<file path="src/rtl/radio_pll_pkg.sv">
// Shared types and default constants for the radio PLL sequencer.
// The lane FAIL state is only reachable when RADIO_PLL_TIMEOUT_EN is defined.
package radio_pll_pkg;

  localparam int DEF_SETTLE_W       = 8;
  localparam int DEF_TIMEOUT_CYCLES = 1023;

  typedef enum logic [2:0] {
    ST_IDLE     = 3'd0,
    ST_PWRUP    = 3'd1,
    ST_LOCKWAIT = 3'd2,
    ST_SETTLED  = 3'd3,
    ST_FAIL     = 3'd4
  } lane_state_e;

endpackage

</file>
<file path="src/rtl/radio_pll_lane.sv">
// One PLL lane: lock synchronizer, settle counter, optional lock timeout
// (RADIO_PLL_TIMEOUT_EN) and a Moore FSM with registered outputs.
module radio_pll_lane
  import radio_pll_pkg::*;
#(
  parameter int SETTLE_W       = DEF_SETTLE_W,
  parameter int TIMEOUT_CYCLES = DEF_TIMEOUT_CYCLES
) (
  input  logic                clk,
  input  logic                rst_n,
  input  logic                radio_enable,
  input  logic                radio_rx_en,
  input  logic [SETTLE_W-1:0] settle_cycles,
  input  logic                pll_lock_raw,
  output logic                pll_en,
  output logic                pll_rx_mode,
  output logic                pll_settled,
  output logic                pll_fail
);

  lane_state_e         state_r;
  lane_state_e         next_state_s;
  logic                lock_meta_r;
  logic                lock_sync_r;
  logic [SETTLE_W-1:0] cnt_r;
  logic                rx_cap_r;
  logic                load_s;
  logic                retune_s;
  logic                tmo_hit_s;
  logic                en_s;
  logic                rx_s;
  logic                settled_s;
  logic                fail_s;

`ifdef RADIO_PLL_TIMEOUT_EN
  localparam int TMO_W = $clog2(TIMEOUT_CYCLES + 1);
  logic [TMO_W-1:0] tmo_r;

  assign tmo_hit_s = (tmo_r == TMO_W'(TIMEOUT_CYCLES - 1));

  // Consecutive LOCKWAIT cycle counter; any other state clears it
  always_ff @(posedge clk or negedge rst_n) begin
    if (!rst_n) begin
      tmo_r <= {TMO_W{1'b0}};
    end else if ((state_r == ST_LOCKWAIT) && (next_state_s == ST_LOCKWAIT)) begin
      tmo_r <= tmo_r + TMO_W'(1);
    end else begin
      tmo_r <= {TMO_W{1'b0}};
    end
  end
`else
  assign tmo_hit_s = 1'b0;
`endif

  assign retune_s = (radio_rx_en != rx_cap_r);

  // Two-flop synchronizer for the asynchronous analog lock indicator
  always_ff @(posedge clk or negedge rst_n) begin
    if (!rst_n) begin
      lock_meta_r <= 1'b0;
      lock_sync_r <= 1'b0;
    end else begin
      lock_meta_r <= pll_lock_raw;
      lock_sync_r <= lock_meta_r;
    end
  end

  // Lane state register
  always_ff @(posedge clk or negedge rst_n) begin
    if (!rst_n) begin
      state_r <= ST_IDLE;
    end else begin
      state_r <= next_state_s;
    end
  end

  // Next state: disable outranks retune, retune outranks lock and timeout events
  always_comb begin
    next_state_s = state_r;
    load_s       = 1'b0;
    case (state_r)
      ST_IDLE: begin
        if (radio_enable) begin
          next_state_s = ST_PWRUP;
          load_s       = 1'b1;
        end else begin
          next_state_s = ST_IDLE;
        end
      end
      ST_PWRUP: begin
        if (!radio_enable) begin
          next_state_s = ST_IDLE;
        end else if (retune_s) begin
          next_state_s = ST_PWRUP;
          load_s       = 1'b1;
        end else if (cnt_r == {SETTLE_W{1'b0}}) begin
          next_state_s = ST_LOCKWAIT;
        end else begin
          next_state_s = ST_PWRUP;
        end
      end
      ST_LOCKWAIT: begin
        if (!radio_enable) begin
          next_state_s = ST_IDLE;
        end else if (retune_s) begin
          next_state_s = ST_PWRUP;
          load_s       = 1'b1;
        end else if (lock_sync_r) begin
          next_state_s = ST_SETTLED;
        end else if (tmo_hit_s) begin
          next_state_s = ST_FAIL;
        end else begin
          next_state_s = ST_LOCKWAIT;
        end
      end
      ST_SETTLED: begin
        if (!radio_enable) begin
          next_state_s = ST_IDLE;
        end else if (retune_s) begin
          next_state_s = ST_PWRUP;
          load_s       = 1'b1;
        end else if (!lock_sync_r) begin
          next_state_s = ST_LOCKWAIT;
        end else begin
          next_state_s = ST_SETTLED;
        end
      end
      ST_FAIL: begin
        if (!radio_enable) begin
          next_state_s = ST_IDLE;
        end else begin
          next_state_s = ST_FAIL;
        end
      end
      default: begin
        next_state_s = ST_IDLE;
      end
    endcase
  end

  // Settle counter and captured RX/TX mode; settle_cycles is sampled only on load
  always_ff @(posedge clk or negedge rst_n) begin
    if (!rst_n) begin
      cnt_r    <= {SETTLE_W{1'b0}};
      rx_cap_r <= 1'b0;
    end else if (load_s) begin
      cnt_r    <= settle_cycles;
      rx_cap_r <= radio_rx_en;
    end else if ((state_r == ST_PWRUP) && (cnt_r != {SETTLE_W{1'b0}})) begin
      cnt_r    <= cnt_r - SETTLE_W'(1);
      rx_cap_r <= rx_cap_r;
    end else begin
      cnt_r    <= cnt_r;
      rx_cap_r <= rx_cap_r;
    end
  end

  // Moore output decode from the lane state
  always_comb begin
    en_s      = 1'b0;
    rx_s      = 1'b0;
    settled_s = 1'b0;
    fail_s    = 1'b0;
    case (state_r)
      ST_IDLE: begin
        en_s = 1'b0;
      end
      ST_PWRUP, ST_LOCKWAIT: begin
        en_s = 1'b1;
        rx_s = rx_cap_r;
      end
      ST_SETTLED: begin
        en_s      = 1'b1;
        rx_s      = rx_cap_r;
        settled_s = 1'b1;
      end
      ST_FAIL: begin
        fail_s = 1'b1;
      end
      default: begin
        en_s = 1'b0;
      end
    endcase
  end

  // Output registers; without the timeout feature FAIL is unreachable so pll_fail stays 0
  always_ff @(posedge clk or negedge rst_n) begin
    if (!rst_n) begin
      pll_en      <= 1'b0;
      pll_rx_mode <= 1'b0;
      pll_settled <= 1'b0;
      pll_fail    <= 1'b0;
    end else begin
      pll_en      <= en_s;
      pll_rx_mode <= rx_s;
      pll_settled <= settled_s;
      pll_fail    <= fail_s;
    end
  end

endmodule

</file>
<file path="src/rtl/radio_pll_sequencer.sv">
// Top: BIT_WIDTH independent PLL power-up/lock sequencing lanes.
// Optional lock timeout is enabled by defining RADIO_PLL_TIMEOUT_EN.
module radio_pll_sequencer
  import radio_pll_pkg::*;
#(
  parameter int BIT_WIDTH      = 2,
  parameter int SETTLE_W       = DEF_SETTLE_W,
  parameter int TIMEOUT_CYCLES = DEF_TIMEOUT_CYCLES
) (
  input  logic                 clk,
  input  logic                 rst_n,
  input  logic [BIT_WIDTH-1:0] radioEnable,
  input  logic [BIT_WIDTH-1:0] radioRxEn,
  input  logic [SETTLE_W-1:0]  settleCycles,
  input  logic [BIT_WIDTH-1:0] pllLockRaw,
  output logic [BIT_WIDTH-1:0] pllEn,
  output logic [BIT_WIDTH-1:0] pllRxMode,
  output logic [BIT_WIDTH-1:0] pllSettled,
  output logic [BIT_WIDTH-1:0] pllFail
);

  for (genvar i = 0; i < BIT_WIDTH; i++) begin : g_lane
    radio_pll_lane #(
      .SETTLE_W       (SETTLE_W),
      .TIMEOUT_CYCLES (TIMEOUT_CYCLES)
    ) u_lane (
      .clk           (clk),
      .rst_n         (rst_n),
      .radio_enable  (radioEnable[i]),
      .radio_rx_en   (radioRxEn[i]),
      .settle_cycles (settleCycles),
      .pll_lock_raw  (pllLockRaw[i]),
      .pll_en        (pllEn[i]),
      .pll_rx_mode   (pllRxMode[i]),
      .pll_settled   (pllSettled[i]),
      .pll_fail      (pllFail[i])
    );
  end

endmodule

</file>
<file path="config.mk">
export PLATFORM = sky130hd
export DESIGN_NAME = radio_pll_sequencer
export DESIGN_NICKNAME = d
export VERILOG_FILES = /design/src/rtl/radio_pll_pkg.sv /design/src/rtl/radio_pll_lane.sv /design/src/rtl/radio_pll_sequencer.sv
export SDC_FILE = /design/constraint.sdc
export NUM_CORES = 1
export LEC_CHECK = 0
export CAP_MARGIN = 10
export CORE_MARGIN = 3
export CORE_UTILIZATION = 50
export DETAILED_ROUTE_END_ITERATION = 6
export GPL_TIMING_DRIVEN = 0
export MAX_ROUTING_LAYER = met4
export PLACE_DENSITY = 0.74
export SKIP_CTS_REPAIR_TIMING = 1
export SYNTH_ARGS = -nofsm -noshare
export SYNTH_HDL_FRONTEND = slang
export SYNTH_SLANG_ARGS = --single-unit
export TNS_END_PERCENT = 10
</file>
<file path="constraint.sdc">
create_clock -name clk -period 2.3 [get_ports clk]
set_clock_uncertainty 0.05 [all_clocks]
set_input_delay 0.345 -clock clk [delete_from_list [all_inputs] [get_ports clk]]
set_output_delay 0.345 -clock clk [all_outputs]
set_load 0.005 [all_outputs]
</file>
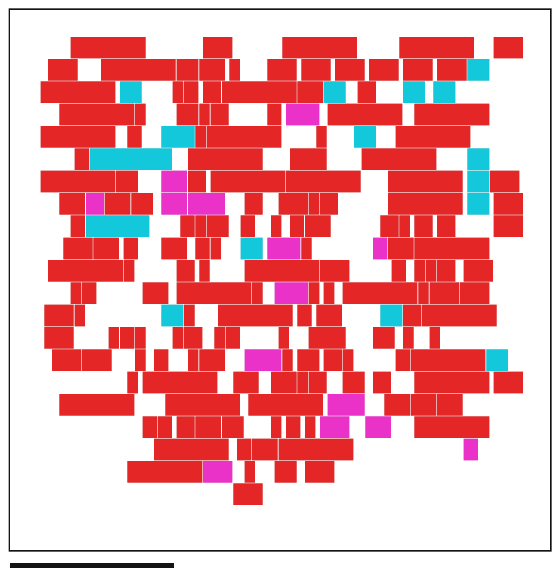
**Above:** run 1 (cells by drive strength).
Scale bar: 20 µm.
[magenta] x2 | cells: 14 | share: 7.1%
[cyan] x3 and x4 | cells: 16 | share: 8.1%
[red] x1 and smaller | cells: 168 | share: 85%
Non-clk bufs: 33
final instance area: 2116 µm²
worst setup margin: 395.6 ps
P&R area growth vs syn: 18.42%

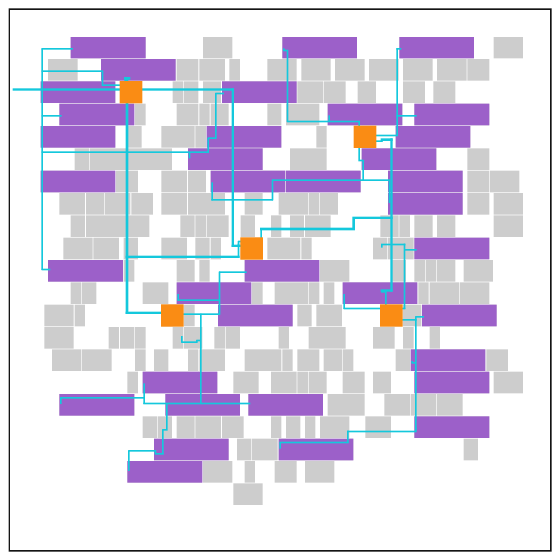
**Above:** run 1 (clock distribution).
[purple] flip-flops | count: 36
[cyan] clock wires | length: 426 µm
[orange] clock-net drivers | count: 5
flops lie: spread over the die
routed clock nets: 6

==> impl_metrics.ini, run 1 <==
; implementation run metrics
[floorplan]
fp_util_pct = 52.71
ioPinCount = 24
die_w_um = 65.78
die_y_um = 65.78
dieArea_um2 = 4327

[yosys]
simple_gate_share_pct = 21.01
xor_share_pct = 5.392
edf_count = 0
netlist_area_um2 = 1787
synthTopLogicFamily = simple AND/OR/NAND/NOR gates
syn_area_per_cell_um2 = 10.64
synthAdderAreaFrac_pct = 1.401
yosysTopAreaCell = dfrtp_1
floorplan.nets = 186
aoi_share_pct = 13.38
ys_warn_count = 0
ys_seq_share_pct = 50.42
most_common_cell = dfrtp_1
ys_top_cells_by_area = dfrtp_1 (50%), nor2_1 (4.8%), a21oi_1 (3.9%), buf_4 (3.4%), xnor2_1 (2.9%)
ys_cells = 168
synth_cells = 168
synth-async-reset-ratio_pct = 100.0
ys.flop_type = dfrtp_1
ys_sh_mux_pct = 3.571
netlist_top_cells_count = dfrtp_1 (36), nor2_1 (23), a21oi_1 (14), buf_4 (8), nand2_1 (8)
ys_types = 42
numSynthFlops = 36

[outcome]
outcome = completed

[pwr]
combPwrFrac_pct = 23.1
power.density_nw_per_um2 = 681.1
p_seq_uw = 797
comb_power_uw = 334
vdd_drop_max_uv = 355.0
leakage_nw = 0.8834
p_total_mw = 1.441
clkPwrFrac_pct = 21.5
p_clk_uw = 310
power.share.sequential_pct = 55.3
power_leader = registers
switching_share_pct = 31.08
internal_power_uw = 993.2

[worst_setup_path]
critPathBufInv = 1
worstPathRequired_ps = 2480
r2r_cells = 6
cp_data_arrival_time_ps = 2090
slowest_delay_ps = 440
rr_startpoint = g_lane[0].u_lane.cnt_r[0]
crit_path_max_fanout = 5
cp_cell_sequence = inv_1 -> ha_1 -> nor3b_2 -> a21oi_2 -> mux2i_1 -> mux2_2
crit_start = g_lane[0].u_lane.cnt_r[0]
cp-start-kind = flop
crit_type = reg2reg
r2r_end = g_lane[0].u_lane.cnt_r[1]
slowest_stage = nor3b_2
crit_cells = 6
crit_path_end = g_lane[0].u_lane.cnt_r[1]
rrSetupSlack_ps = 400
cp_top_family = simple AND/OR/NAND/NOR gates

[detailed_routing]
route.detailed.drc = 0
route.met3.wl_um = 172
m1WireLength_um = 1459
wl_met2_um = 1581
wl_um = 3296
drtAntennaViolNets = 0
via_per_inst = 5.426
dr.max_layer_used = met4
drtIter0Drc = 81
drt_first_pass_iters = 4

[sta]
rsz0062_at_grt = false
slew_viol_final = 0
slew_headroom_pct = 48.38
setup_violations = 0
clock.fmax_mhz = 525.1
fin_setup_tns_ps = 0
period_used_pct = 82.80
finalHoldViolations = 0
fin_hold_ws_ps = 23.64

[grt]
use_met3_pct = 4.422
grt_pass1_wl_um = 5658
grt_overflow = 0
first_global_vias = 1348
use_met1_pct = 22.00
top_usage_layer = met2
gr-usage-all-layers_pct = 17.66
antenna_found_initial = 0
grt_start_max_net_pins = 37

[final_layout]
largest_register_ffs = 16
flops = 36
n_all_inverters = 5
num_antenna_cells = 0
largestClassByArea = flip-flops and latches
top_register = g_lane.u_lane.cnt_r
comb_share_pct = 37.79
nNetsFinal = 216
lay_top_count = dfrtp_1
drive_gt1_share_pct = 15.15
comb_area_um2 = 799.5
final_cell_mix = dfrtp_1 (36), nor2_1 (23), clkdlybuf4s50_1 (22), a21oi_1 (14)
fill_cells = 283
stdcell_count = 244
clkbuf_count = 6
reg_top3 = g_lane.u_lane.cnt_r: 16 flops, g_lane.u_lane.state_r: 6 flops
area_share_nonclk_buffers_pct = 13.84
logic_gate_count = 117

[clock_network]
cts_buffers = 5
cts.sinks = 36
clock.latency.late_pin_ps = 340
clk_pin_slew_ps = 100
cts_tree = done
htreeDepth = 2
clk_path_buf_depth = 2
cts_root_buffer = clkbuf_4

[placement]
placed_cells = 237
io_buffers = 23
hpwlAfterDp_um = 2496
placed_area_um2 = 2069
dp_worst_setup_slack_ps = 189.1
gp_congestion = 0.7943

[run]
tool_warnings = 26
maxCapViolCount = 0

[hold_path]
hold_path.class = in2async
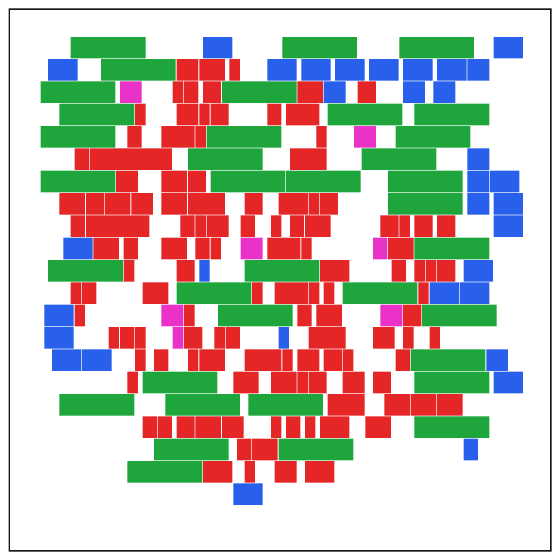
**Above:** run 1 (placed cells, one color a class).
[blue] remaining buffers and delay cells | cells: 33
[red] remaining logic cells | cells: 122
[magenta] clock drivers and dummy loads | cells: 7
[green] registers | cells: 36
Final Util: 62.42%
Cell Rows: 21
register share of the cell area: 42.58%
CORE AREA: 3390 µm²

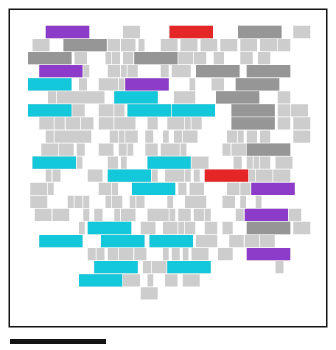
**Above:** run 1 (sequential cells grouped by signal name).
Scale bar: 20 µm. Other sequential cells in the stronger gray, the rest of the logic in the fainter gray.
[cyan] g_lane.u_lane.cnt_r | flops: 16
[red] g_lane.u_lane.rx_cap_r | flops: 2
[purple] g_lane.u_lane.state_r | flops: 6
not colored: 12

**Run 1: clock nets**

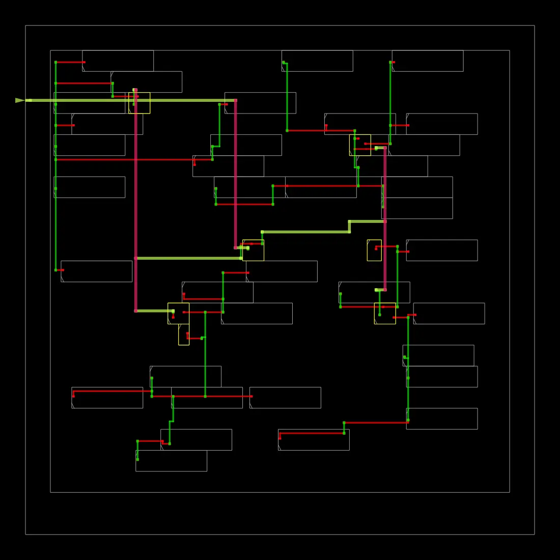

==> run 2: changes to the inputs <==
==> constraint.sdc (replaced) <==
create_clock -name clk -period 2 [get_ports clk]
set_clock_uncertainty 0.05 [all_clocks]
set_input_delay 0.3 -clock clk [delete_from_list [all_inputs] [get_ports clk]]
set_output_delay 0.3 -clock clk [all_outputs]
set_load 0.005 [all_outputs]
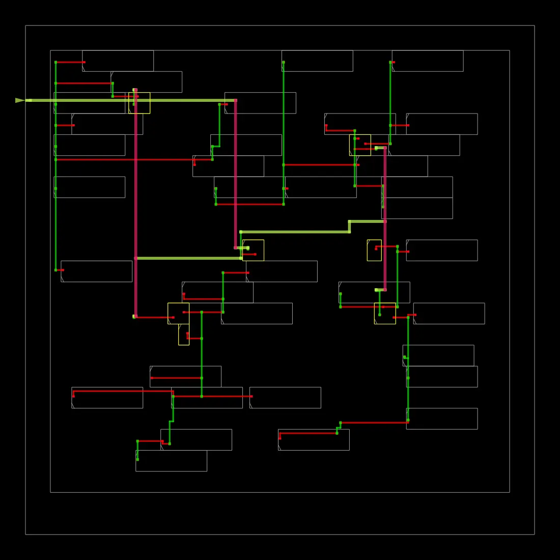
**Above:** run 2 (clock nets).
TritonCTS Sinks: 36
clkbuf count: 6

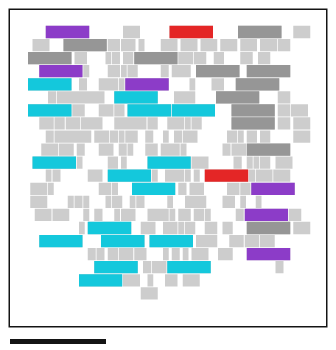
**Above:** run 2 (sequential cells grouped by signal name).
Scale bar: 20 µm. Other sequential cells in the stronger gray, the rest of the logic in the fainter gray.
[red] g_lane.u_lane.rx_cap_r | flops: 2
[purple] g_lane.u_lane.state_r | flops: 6
[cyan] g_lane.u_lane.cnt_r | flops: 16
Seq. pwr: 920 µW
register area: 900.9 µm²
register share of the cell area: 42.35%

==> run 2 against run 1 <==
Compared with the run above: sequential power rose by 15%; the run now ends with hold timing left; sequential cell count is the same; setup slack worse by 250 ps; critical endpoint is now g_lane[1].u_lane.state_r[0]; register-to-register slack worse by 250 ps; die area is the same; routed wire length is 0.46% higher; highest routed layer unchanged; synthesized cell count unchanged; final cell count did not move.
==> impl_metrics.ini, run 2 <==
; implementation run metrics
[pwr]
internal_power_mw = 1.146
comb_power_uw = 388
vdd_drop_max_uv = 408.4
power.share.sequential_pct = 55.2
p_clk_uw = 359
switching_share_pct = 31.26
combPwrFrac_pct = 23.3
p_total_mw = 1.666
clkPwrFrac_pct = 21.5

[worst_setup_path]
cp_data_arrival_time_ps = 2030
slowest_stage = nor3b_1
cp-start-kind = flop
critPathBufInv = 1
rr_startpoint = g_lane[1].u_lane.cnt_r[0]
r2r_cells = 6
slowest_delay_ps = 420
rrSetupSlack_ps = 140
crit_cells = 6
cp_cell_sequence = inv_1 -> ha_1 -> nor3b_1 -> a21oi_2 -> a2111oi_0 -> nor2_1
cp_top_family = AND-OR/OR-AND gates
crit_start = g_lane[1].u_lane.cnt_r[0]
crit_type = reg2reg
worstPathRequired_ps = 2170
crit_path_max_fanout = 4
crit_path_end = g_lane[1].u_lane.state_r[0]

[yosys]
synthAdderAreaFrac_pct = 1.401
ys_top_cells_by_area = dfrtp_1 (50%), nor2_1 (4.8%), a21oi_1 (3.9%), buf_4 (3.4%), xnor2_1 (2.9%)
ys.flop_type = dfrtp_1
netlist_area_um2 = 1787
ys_seq_share_pct = 50.42
xor_share_pct = 5.392
aoi_share_pct = 13.38
syn_area_per_cell_um2 = 10.64
ys_sh_mux_pct = 3.571
floorplan.nets = 186
synth_cells = 168
numSynthFlops = 36
yosysTopAreaCell = dfrtp_1
synth-async-reset-ratio_pct = 100.0
synthTopLogicFamily = simple AND/OR/NAND/NOR gates
edf_count = 0
ys_cells = 168
most_common_cell = dfrtp_1

[sta]
slew_viol_final = 0
worst_slack_ps = 141.7
finalHoldViolations = 36
fin_setup_tns_ps = 0
setup_violations = 0
fin_hold_ws_ps = -26.05
clock.fmax_mhz = 538.1
period_used_pct = 92.92

[final_layout]
fill_cells = 279
reg_top3 = g_lane.u_lane.cnt_r: 16 flops, g_lane.u_lane.state_r: 6 flops
logic_gate_count = 117
n_all_inverters = 5
area_delta_synth_final_pct = 19.05
largestClassByArea = flip-flops and latches
num_antenna_cells = 0
largest_register_ffs = 16
stdcell_area_um2 = 2127
top_register = g_lane.u_lane.cnt_r
utilization_pct = 62.75
comb_share_pct = 38.12
stdcell_count = 244
nNetsFinal = 216
area_share_nonclk_buffers_pct = 13.76
nNonClkBuffers = 33
comb_area_um2 = 810.8
lay_top_count = dfrtp_1
drive_gt1_share_pct = 15.66

[run]
tool_warnings = 26
maxCapViolCount = 0

[detailed_routing]
wl_met2_um = 1580
wl_um = 3311
route.met3.wl_um = 154
via_per_inst = 5.385
drtIter0Drc = 65
drt_first_pass_iters = 4
drtAntennaViolNets = 0
dr.max_layer_used = met4
m1WireLength_um = 1493
route.detailed.drc = 0

[grt]
antenna_found_initial = 0
top_usage_layer = met2
gr-usage-all-layers_pct = 17.66
use_met3_pct = 4.422
use_met1_pct = 22.00
grt_pass1_wl_um = 5658
first_global_vias = 1348

[clock_network]
cts_buffers = 5
htreeDepth = 2
cts_tree = done
clk_pin_slew_ps = 100
cts_root_buffer = clkbuf_4
clk_path_buf_depth = 2

[outcome]
outcome = finished with violations
violations = hold timing

[placement]
gp_congestion = 0.7943
hpwlAfterDp_um = 2496
placed_area_um2 = 2069
placed_cells = 237
io_buffers = 23

[floorplan]
fp.coreArea_um2 = 3390
ioPinCount = 24
fp_util_pct = 52.71
die_w_um = 65.78
dieArea_um2 = 4327
num_rows = 21
die_y_um = 65.78

[hold_path]
hold_path.class = in2async
No activity file was given, so power comes from the tool's default toggle rates.
